==> config.mk <==
export PLATFORM = sky130hd
export DESIGN_NAME = svi_scalar_monitor_flat
export DESIGN_NICKNAME = d
export VERILOG_FILES = /design/src/rtl/svi_scalar_monitor_if.sv /design/src/rtl/svi_scalar_monitor.sv /design/src/flat_wrapper.sv
export SDC_FILE = /design/constraint.sdc
export NUM_CORES = 1
export LEC_CHECK = 0
export CAP_MARGIN = 20
export CORE_MARGIN = 2
export CORE_UTILIZATION = 51
export CTS_CLUSTER_DIAMETER = 30
export DETAILED_ROUTE_END_ITERATION = 12
export GPL_TIMING_DRIVEN = 0
export PLACE_DENSITY = 0.81
export SETUP_SLACK_MARGIN = 0.05
export SLEW_MARGIN = 20
export SYNTH_ARGS = -nofsm -noshare
export SYNTH_HDL_FRONTEND = slang
export SYNTH_SLANG_ARGS = --single-unit
==> constraint.sdc <==
create_clock -name i_clk -period 2.7 [get_ports i_clk]
set_input_delay 0.54 -clock i_clk [delete_from_list [all_inputs] [get_ports i_clk]]
set_output_delay 0.54 -clock i_clk [all_outputs]
set_load 0.005 [all_outputs]
==> src/rtl/svi_scalar_monitor_if.sv <==
// Scalar bundle shared by the producer (P) and the monitoring consumer (C).
interface svi_scalar_monitor_if;
    logic z;
    logic y;
    logic x;

    modport P (output z, output y, output x);
    modport C (input z, input y, input x);
endinterface

==> src/rtl/svi_scalar_monitor.sv <==
// Consumer-side monitor for the z/y/x bundle: registered sample, edge pulses,
// saturating rise counters and a debounced stability flag.
//
// state     | meaning
// ST_TRACK  | sample changed recently, waiting for HOLD quiet samples
// ST_STABLE | sample unchanged for at least HOLD samples, o_stable high
module svi_scalar_monitor #(
    parameter int CNT_W = 8,
    parameter int HOLD  = 4
) (
    input  logic                 i_clk,
    input  logic                 i_srst,
    svi_scalar_monitor_if.C      p,
    input  logic                 i_clr,
    output logic [2:0]           o_zyx,
    output logic [2:0]           o_rise,
    output logic [2:0]           o_fall,
    output logic [CNT_W-1:0]     o_cnt_z,
    output logic [CNT_W-1:0]     o_cnt_y,
    output logic [CNT_W-1:0]     o_cnt_x,
    output logic                 o_stable
);

    localparam int R_W = $clog2(HOLD + 1);
    localparam logic [R_W-1:0]   R_HOLD  = R_W'(HOLD);
    localparam logic [CNT_W-1:0] CNT_MAX = {CNT_W{1'b1}};

    typedef enum logic {
        ST_TRACK  = 1'b0,
        ST_STABLE = 1'b1
    } state_t;

    logic [2:0]       sample;
    logic [2:0]       q1_q;
    logic [2:0]       q2_q;
    logic             v_q;
    logic [2:0]       rise_d;
    logic [2:0]       fall_d;
    logic             edge_seen;
    state_t           state_q;
    state_t           state_d;
    logic [R_W-1:0]   r_q;
    logic [R_W-1:0]   r_d;
    logic [CNT_W-1:0] cnt_q [3];

    assign sample    = {p.z, p.y, p.x};
    assign rise_d    = v_q ? (q1_q & ~q2_q) : 3'b000;
    assign fall_d    = v_q ? (~q1_q & q2_q) : 3'b000;
    assign edge_seen = v_q && (q1_q != q2_q);

    // Stage 2 primes with the first sample so a level present at reset
    // release never looks like an edge.
    always_ff @(posedge i_clk) begin
        if (i_srst) begin
            q1_q   <= 3'b000;
            q2_q   <= 3'b000;
            v_q    <= 1'b0;
            o_rise <= 3'b000;
            o_fall <= 3'b000;
        end else begin
            q1_q   <= sample;
            q2_q   <= v_q ? q1_q : sample;
            v_q    <= 1'b1;
            o_rise <= rise_d;
            o_fall <= fall_d;
        end
    end

    for (genvar k = 0; k < 3; k++) begin : g_cnt
        always_ff @(posedge i_clk) begin
            if (i_srst || i_clr) begin
                cnt_q[k] <= '0;
            end else if (rise_d[k] && (cnt_q[k] != CNT_MAX)) begin
                cnt_q[k] <= cnt_q[k] + CNT_W'(1);
            end
        end
    end

    always_ff @(posedge i_clk) begin
        if (i_srst) begin
            state_q <= ST_TRACK;
            r_q     <= '0;
        end else begin
            state_q <= state_d;
            r_q     <= r_d;
        end
    end

    always_comb begin
        state_d = state_q;
        r_d     = r_q;
        if (!v_q) begin
            r_d = '0;
        end else if (edge_seen) begin
            r_d     = '0;
            state_d = ST_TRACK;
        end else begin
            if (r_q != R_HOLD) begin
                r_d = r_q + R_W'(1);
            end
            if ((state_q == ST_TRACK) && (r_q == R_HOLD)) begin
                state_d = ST_STABLE;
            end
        end
    end

    assign o_zyx    = q1_q;
    assign o_cnt_z  = cnt_q[2];
    assign o_cnt_y  = cnt_q[1];
    assign o_cnt_x  = cnt_q[0];
    assign o_stable = (state_q == ST_STABLE);

endmodule

==> src/flat_wrapper.sv <==
// flat-port wrapper written by rule: the top's interface ports become plain ports
module svi_scalar_monitor_flat 
#(
    parameter int CNT_W = 8,
    parameter int HOLD  = 4
)
  (i_clk, i_srst, i_clr, o_zyx, o_rise, o_fall, o_cnt_z, o_cnt_y, o_cnt_x, o_stable, p_z, p_y, p_x);
  svi_scalar_monitor_if p_i ();
  input  logic i_clk;
  input  logic i_srst;
  input  logic i_clr;
  output logic [2:0] o_zyx;
  output logic [2:0] o_rise;
  output logic [2:0] o_fall;
  output logic [CNT_W-1:0] o_cnt_z;
  output logic [CNT_W-1:0] o_cnt_y;
  output logic [CNT_W-1:0] o_cnt_x;
  output logic o_stable;
  input wire logic [$bits(p_i.z)-1:0] p_z;
  input wire logic [$bits(p_i.y)-1:0] p_y;
  input wire logic [$bits(p_i.x)-1:0] p_x;
  assign p_i.z = p_z;
  assign p_i.y = p_y;
  assign p_i.x = p_x;
  svi_scalar_monitor #(.CNT_W(CNT_W), .HOLD(HOLD)) u_core (.i_clk(i_clk), .i_srst(i_srst), .p(p_i), .i_clr(i_clr), .o_zyx(o_zyx), .o_rise(o_rise), .o_fall(o_fall), .o_cnt_z(o_cnt_z), .o_cnt_y(o_cnt_y), .o_cnt_x(o_cnt_x), .o_stable(o_stable));
endmodule
**Congestion heat map**

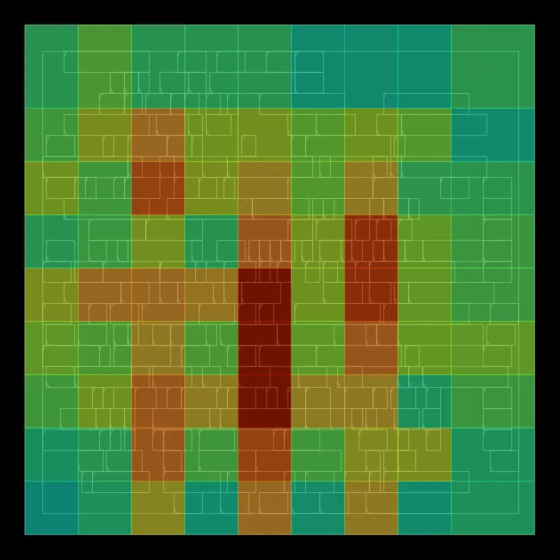
GR Util met2: 31.1%
Final Util: 67.6%
Tot GR Track Use: 19.0%

**Layout detail**

The bar under the picture is 5 um long. Region (39, 39) to (59, 59) um. Cells in grey, sequential cells in the stronger grey; small squares are vias.
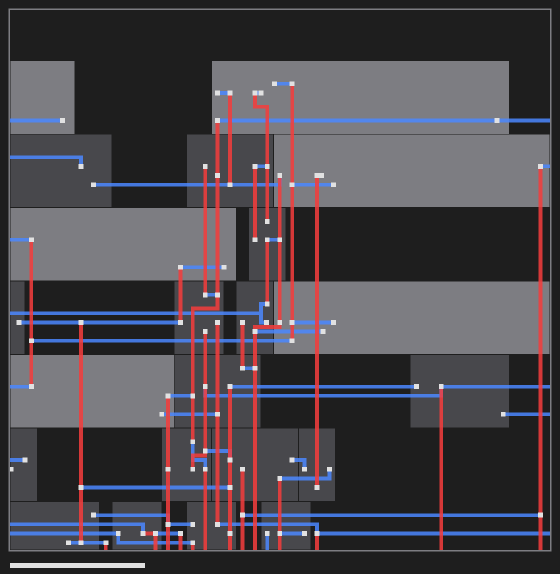
red -> M2
blue -> M1
most frequent = edfxtp_1 (5), nor2_1 (3)
netlist names of flops here include = `u_core.cnt_q` (5)
sequential cells in the window = 5
cells with their middle in the window = 20

**Signal metal coverage by tile**

13 x 13 tiles, from white (low) to dark blue (high), scaled to the fullest tile. Values are wire area over tile area, all layers added.
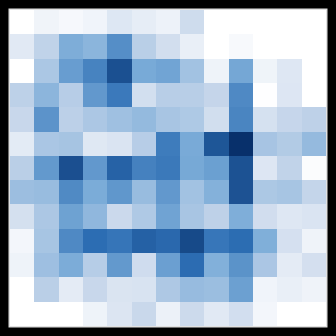
emptiest ninth of the die = top right
densest ninth of the die = middle
nearly empty tiles = 12%
mean over tiles = 0.13

**Metal layers overlaid**

The bar under the picture is 20 um long. Only two layers are drawn.
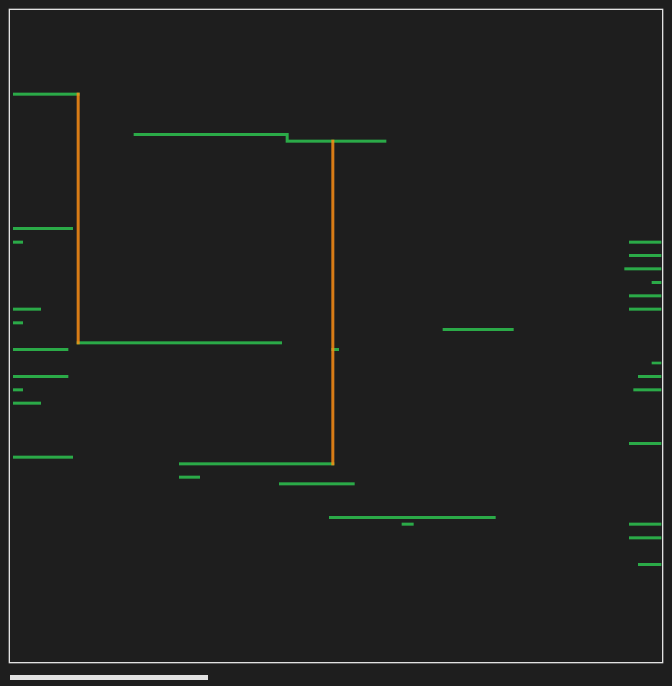
orange -> M4  # wire length 57.8 um
green -> M3  # wire length 164 um

**Signal wires on met1**

The bar under the picture is 20 um long. Cells faint in the background.
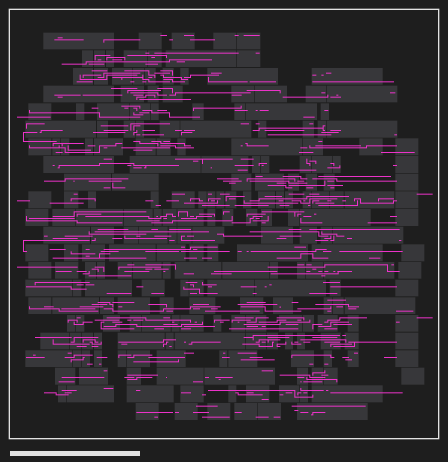
share of all routed wire = 47%
nets with wire on the layer = 215
longest straight run = 17.5 um
wire length on this layer = 1,740 um
main direction = horizontal

==> reports/qor.yml <==
status: "finished, final reports clean"
final_cell_mix: "clkdlybuf4s50_1, nor2_1, edfxtp_1"
buf_share_pct: 16.4
synthFlopType: "edfxtp_1"
min_to: "u_core.r_q[1]$_SDFFE_PP0P_"
crit_slowest_cell: "clkdlybuf4s50_1"
tap_cells: 48
end_kind: "flop"
tightest_slew_ns: 0.735
seq_area_sq_um: 1060
setup_violations: 0
cts_sinks: 41
p_int_uw: 936
dr.max_layer_used: "met4"
grt-busiest-layer: "met2"
fin_area_sq_um: 2490
mostFrequentLayoutCell: "clkdlybuf4s50_1"
routed_wl_um: 3690
power.switching_uw: 288
core_area_sq_um: 3690
ios: 40
common_cells: "edfxtp_1, nor2_1, dfxtp_1, inv_1, nand3_1"
clock_area_share_pct: 3.31
largest_reg_flops: 24
endpoint: "u_core.cnt_q[1][2]$_SDFFCE_PN0P_"
hold_class: "reg2reg"
routabilityCongestion: 0.797
top_area_cell: "edfxtp_1"
grt_max_degree: 13
r2r_slack_ns: 0.73
